--- src/rtl/bitonic_sort_ctrl.sv ---
// bitonic_sort_ctrl
//   Word-serial front end for a parallel bitonic sorter. Gathers up to
//   NUM_INPUT words from the input stream into a lane buffer and pads the
//   unused lanes with all-ones. It then presents the vector to the sorter,
//   waits for done and captures the result. Finally it streams the real
//   words back out in ascending order.
//
// Ports
//   clk, reset           : rising-edge clock, asynchronous active-low reset
//   in_valid/in_ready    : input word handshake; in_data word, in_last ends batch
//   sort_data_in         : parallel vector to sorter (lane i at [DW*(i+1)-1 -: DW])
//   sort_valid/sort_done : sorter request / completion
//   sort_data_out        : sorted vector from sorter, lane 0 smallest
//   out_valid/out_ready  : output word handshake; out_data word, out_last ends batch
//   busy                 : high while sorting or draining
//   sort_timeout         : sticky flag, sorter missed the MAX_WAIT deadline
module bitonic_sort_ctrl #(
    parameter int unsigned NUM_INPUT  = 8,
    parameter int unsigned DATA_WIDTH = 8,
    parameter int unsigned MAX_WAIT   = 64
) (
    input  logic                            clk,
    input  logic                            reset,
    input  logic                            in_valid,
    output logic                            in_ready,
    input  logic [DATA_WIDTH-1:0]           in_data,
    input  logic                            in_last,
    output logic [NUM_INPUT*DATA_WIDTH-1:0] sort_data_in,
    output logic                            sort_valid,
    input  logic                            sort_done,
    input  logic [NUM_INPUT*DATA_WIDTH-1:0] sort_data_out,
    output logic                            out_valid,
    input  logic                            out_ready,
    output logic [DATA_WIDTH-1:0]           out_data,
    output logic                            out_last,
    output logic                            busy,
    output logic                            sort_timeout
);

    localparam int unsigned CW = $clog2(NUM_INPUT + 1);
    localparam int unsigned IW = $clog2(NUM_INPUT);
    localparam int unsigned WW = $clog2(MAX_WAIT + 1);

    typedef enum logic [1:0] {
        FILL  = 2'd0,
        SORT  = 2'd1,
        DRAIN = 2'd2
    } state_t;

    state_t                               state_q, state_d;
    logic [CW-1:0]                        count_q, count_d;
    logic [IW-1:0]                        rd_idx_q, rd_idx_d;
    logic [WW-1:0]                        wait_q, wait_d;
    logic [NUM_INPUT-1:0][DATA_WIDTH-1:0] lanes_q, lanes_d;
    logic [NUM_INPUT-1:0][DATA_WIDTH-1:0] result_q, result_d;
    logic [NUM_INPUT-1:0][DATA_WIDTH-1:0] sorted_lanes;
    logic                                 in_ready_q, in_ready_d;
    logic                                 sort_valid_q, sort_valid_d;
    logic                                 out_valid_q, out_valid_d;
    logic [DATA_WIDTH-1:0]                out_data_q, out_data_d;
    logic                                 out_last_q, out_last_d;
    logic                                 busy_q, busy_d;
    logic                                 timeout_q, timeout_d;

    assign sorted_lanes = sort_data_out;

    always_comb begin
        state_d      = state_q;
        count_d      = count_q;
        rd_idx_d     = rd_idx_q;
        wait_d       = wait_q;
        lanes_d      = lanes_q;
        result_d     = result_q;
        in_ready_d   = in_ready_q;
        sort_valid_d = sort_valid_q;
        out_valid_d  = out_valid_q;
        out_data_d   = out_data_q;
        out_last_d   = out_last_q;
        busy_d       = busy_q;
        timeout_d    = timeout_q;

        case (state_q)
            FILL: begin
                in_ready_d = 1'b1;
                if (in_valid && in_ready_q) begin
                    for (int unsigned i = 0; i < NUM_INPUT; i++) begin
                        if (CW'(i) == count_q) begin
                            lanes_d[i] = in_data;
                        end
                    end
                    count_d = count_q + 1'b1;
                    if (in_last || count_q == CW'(NUM_INPUT - 1)) begin
                        // Pads are all-ones so they sort above every real word.
                        for (int unsigned i = 0; i < NUM_INPUT; i++) begin
                            if (CW'(i) > count_q) begin
                                lanes_d[i] = '1;
                            end
                        end
                        in_ready_d   = 1'b0;
                        sort_valid_d = 1'b1;
                        busy_d       = 1'b1;
                        wait_d       = '0;
                        state_d      = SORT;
                    end
                end
            end

            SORT: begin
                // done is checked first so it wins over a same-cycle timeout.
                if (sort_done) begin
                    result_d     = sorted_lanes;
                    sort_valid_d = 1'b0;
                    rd_idx_d     = '0;
                    out_valid_d  = 1'b1;
                    out_data_d   = sorted_lanes[0];
                    out_last_d   = (count_q == CW'(1));
                    state_d      = DRAIN;
                end else if (wait_q == WW'(MAX_WAIT - 1)) begin
                    timeout_d    = 1'b1;
                    sort_valid_d = 1'b0;
                    count_d      = '0;
                    busy_d       = 1'b0;
                    in_ready_d   = 1'b1;
                    state_d      = FILL;
                end else begin
                    wait_d = wait_q + 1'b1;
                end
            end

            DRAIN: begin
                if (out_ready) begin
                    if (out_last_q) begin
                        out_valid_d = 1'b0;
                        out_last_d  = 1'b0;
                        count_d     = '0;
                        busy_d      = 1'b0;
                        in_ready_d  = 1'b1;
                        state_d     = FILL;
                    end else begin
                        rd_idx_d   = rd_idx_q + 1'b1;
                        out_data_d = result_q[rd_idx_d];
                        out_last_d = (CW'(rd_idx_d) == count_q - 1'b1);
                    end
                end
            end

            default: begin
                state_d = FILL;
            end
        endcase
    end

    always_ff @(posedge clk or negedge reset) begin
        if (!reset) begin
            state_q      <= FILL;
            count_q      <= '0;
            rd_idx_q     <= '0;
            wait_q       <= '0;
            lanes_q      <= '0;
            result_q     <= '0;
            in_ready_q   <= 1'b0;
            sort_valid_q <= 1'b0;
            out_valid_q  <= 1'b0;
            out_data_q   <= '0;
            out_last_q   <= 1'b0;
            busy_q       <= 1'b0;
            timeout_q    <= 1'b0;
        end else begin
            state_q      <= state_d;
            count_q      <= count_d;
            rd_idx_q     <= rd_idx_d;
            wait_q       <= wait_d;
            lanes_q      <= lanes_d;
            result_q     <= result_d;
            in_ready_q   <= in_ready_d;
            sort_valid_q <= sort_valid_d;
            out_valid_q  <= out_valid_d;
            out_data_q   <= out_data_d;
            out_last_q   <= out_last_d;
            busy_q       <= busy_d;
            timeout_q    <= timeout_d;
        end
    end

    assign in_ready     = in_ready_q;
    assign sort_data_in = lanes_q;
    assign sort_valid   = sort_valid_q;
    assign out_valid    = out_valid_q;
    assign out_data     = out_data_q;
    assign out_last     = out_last_q;
    assign busy         = busy_q;
    assign sort_timeout = timeout_q;

endmodule

--- config.mk ---
export PLATFORM = sky130hd
export DESIGN_NAME = bitonic_sort_ctrl
export DESIGN_NICKNAME = d
export VERILOG_FILES = /design/src/rtl/bitonic_sort_ctrl.sv
export SDC_FILE = /design/constraint.sdc
export NUM_CORES = 1
export LEC_CHECK = 0
export ABC_CLOCK_PERIOD_IN_PS = 2700
export CORE_MARGIN = 1.5
export CORE_UTILIZATION = 47
export CTS_CLUSTER_SIZE = 40
export DETAILED_ROUTE_END_ITERATION = 8
export HOLD_SLACK_MARGIN = 0.12
export PLACE_DENSITY = 0.76
export SETUP_SLACK_MARGIN = 0.3
export SYNTH_ARGS = -nofsm -noshare
export SYNTH_HDL_FRONTEND = slang
export SYNTH_SLANG_ARGS = --single-unit
--- constraint.sdc ---
create_clock -name clk -period 2.7 [get_ports clk]
set_input_delay 0.54 -clock clk [delete_from_list [all_inputs] [get_ports clk]]
set_output_delay 0.54 -clock clk [all_outputs]
set_load 0.05 [all_outputs]
Run 1, metal 1:
The bar under the picture is 50 um long. Cells faint in the background.
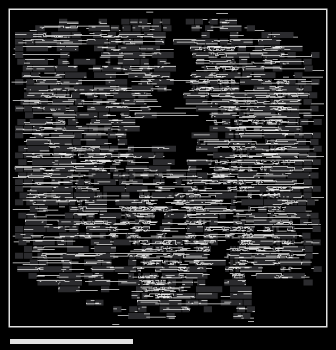
share of all routed wire: 41%
longest straight run: 27.6 um
GR Util met1: 28.73%
WL final: 17920 um
vias: 5580

Run 1, metal 2:
Cells faint in the background.
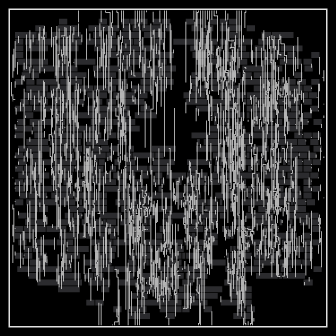
share of all routed wire: 50%
main direction: vertical
met2 usage: 38.55%

Run 1, met3 routing:
The bar under the picture is 50 um long. Cells faint in the background.
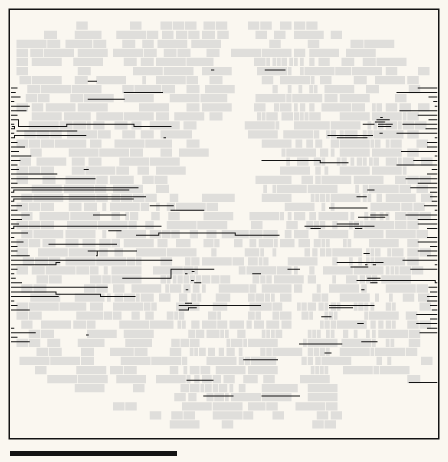
longest straight run: 48.1 um
wire length on this layer: 1290 um
share of all routed wire: 7.2%
nets with wire on the layer: 143
met3 Use GR: 6.861%

-- run 1: sequential cells by signal, indices dropped and copies added (netlist names), 2 cells and up --
register	count
result_q	64
sort_data_in	64
out_data	8
wait_q	7
count_q	4
rd_idx_q	3
state_q	2
-- run 1: layer usage --
layer | track usage [%] | up-vias
met5 | 0 | -
met4 | 8.394 | 0
met3 | 6.861 | 30
met2 | 38.55 | 222
met1 | 28.73 | 2782
li1 | - | 2546
-- run 1: layout make-up --
cell class	instances	area [um2]
repair buffers	172	1718
well taps	211	264.0
fillers	1197	5548
inverters	9	33.78
clock inverters	10	138.9
clock buffers	22	454.2
flip-flops and latches	158	3954
multi-input cells	427	3204
==> GITHUB_STEP_SUMMARY, run 1 <==
## PnR job results

| Metric | Value |
|---|---|
| Run status | finished clean |
| Ao+oa area frac | 5.596% |
| Synth Flop Type | dfrtp_1 |
| Tool warnings | 34 |
| Final clock skew | 0.006447 ns |
| GRT Util Overall | 23.11% |
| Synthesized area | 7401 um2 |
| Post-layout util | 63.77% |
| Final #Nets | 875 |
| Combinational share of power | 47.6% |
| Area delta synth->final | 31.97% |
| Pin count of the biggest net entering global routing | 69 |
| Data required, critical path | 2.16 ns |
| Synth Area in Simple Gates | 15.71% |
| Core area | 15310 um2 |
| Residual DRC count | 0 |
| Top cells by area | dfrtp_1 53%, mux2_2 11%, nand2_1 6.0% |
| Gpl congestion | 0.8231 |
| Xor+xnor area frac | 0.9129% |
| # setup viols final | 0 |
| Sequential share of power | 33.1% |
| Post-synth mux share | 19.04% |
| Port bufs | 155 |
| List of most frequent post-synthesis cells | 158 x dfrtp_1, 119 x nand2_1, 75 x mux2_2, 58 x nand3_1, 22 x buf_2 |
| Die Width | 128.5 um |
| VDD IR-drop max | 0.7080 mV |
| Top logic family | multiplexers |
| Net count after synthesis | 729 |
| Adder Area Share | 2.029% |
==> run 2: changes to the inputs <==
Settings changed: GPL_TIMING_DRIVEN set to 0.
Run 2, metal 1:
The bar under the picture is 50 um long. Cells faint in the background.
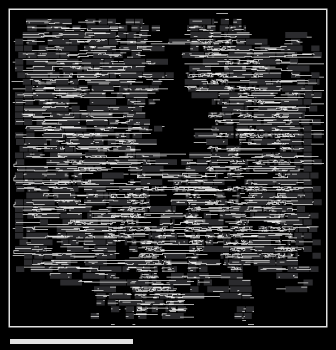
nets with wire on the layer: 781
main direction: horizontal
share of all routed wire: 41%
longest straight run: 43.7 um
GR Util met1: 29.93%
vias: 5696
WL final: 18600 um

Run 2, sequential cells colored by netlist name:
Other sequential cells in the stronger gray, the rest of the logic in the fainter gray.
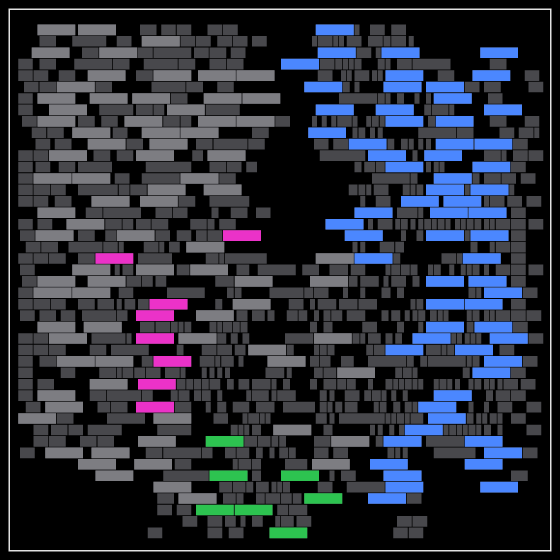
| signal | color | placed flops |
|---|---|---|
| out_data | magenta | 8 |
| sort_data_in | blue | 64 |
| wait_q | green | 7 |
not colored: 79
flop share of the area: 40.31%
register area: 3954 um2

==> run 2 against run 1 <==
  * Hold slack better by 0.058 ns
  * Combinational power up 2%
  * Sequential power decreased by 1%
==> GITHUB_STEP_SUMMARY, run 2 <==
## PnR job results

| Metric | Value |
|---|---|
| Synth Flop Type | dfrtp_1 |
| CP max FO | 8 |
| FILL cells | 1196 |
| Top cells by area | dfrtp_1 53%, mux2_2 11%, nand2_1 6.0% |
| Synthesized area | 7401 um2 |
| Root Driver | clkbuf_16 |
| List of most frequent post-synthesis cells | 158 x dfrtp_1, 119 x nand2_1, 75 x mux2_2, 58 x nand3_1, 22 x buf_2 |
| Clk_buf instances | 18 |
| Combinational Area | 3208 um2 |
| Flop count | 158 |
| Met3 Use GR | 6.736% |
| Clock buf/inv share | 6.429% |
| GR peak layer | met2 |
| Non-clock buffers | 193 |
| Die Width | 128.5 um |
| Worst Setup End Kind | output pin |
| Combinational share of power | 47.7% |
| Cell class ranked first by area | flip-flops and latches |
| Comb area share | 32.70% |
| Final Critical Period | 2.318 ns |
| Routed wl met3 | 1290 um |
| Tool warnings | 34 |
| Worst path bufs/invs | 1 |
| Detail Placement HPWL | 13210 um |
| Pin count of the biggest net entering global routing | 89 |
| Final clock skew | 0.005710 ns |
| GRT Util Overall | 23.79% |
| First DRT Iteration DRCs | 387 |
| Run status | finished clean |
| VDD IR-drop max | 0.7298 mV |
| Met2 usage | 40.04% |
| Final #Nets | 896 |
| Well Taps | 211 |
| NonClk Buf Share | 17.53% |
| Residual DRC count | 0 |
| Inverter count | 9 |
| Number of logic gates | 427 |
| Max Cap Violations | 0 |
| Setup crit start kind | flip-flop |
| Vias in the first global route | 5784 |
| Area delta synth->final | 32.54% |
| Port bufs | 147 |
| Sequential share of power | 32.2% |
| Data required, critical path | 2.16 ns |
## run 2: logic make-up (layout without fill, tap and decap cells)
family,after synthesis,in the layout,share of synthesized area (%)
and+or+nand+nor,245,245,15.71
adders and majority gates,12,12,2.029
xor gates and xnor gates,4,4,0.9130
muxes,110,110,19.04
AOI/OAI and AO/OA,56,56,5.596
buffers and inverters,54,234,3.297
DFF,158,158,53.42
## run 2: through the flow
step	std cells	util, %	hold slack (ns)	TNS (ns)
floorplan	639	-	0.2444	0
global placement	997	59.66	0.4588	-779.83
detailed placement	998	59.84	0.4650	0
CTS	1030	63.97	0.2097	0
global route	1030	64.05	0.2556	0
finish	1030	64.05	0.1819	0
## run 2: repair_timing
action,CTS,global route
pin swaps,0,1
setup buffers,0,0
endpoints found under the setup margin,3,19
endpoints found under the hold margin,0,0
gates resized,1,4
Power and IR drop assume default switching activity.
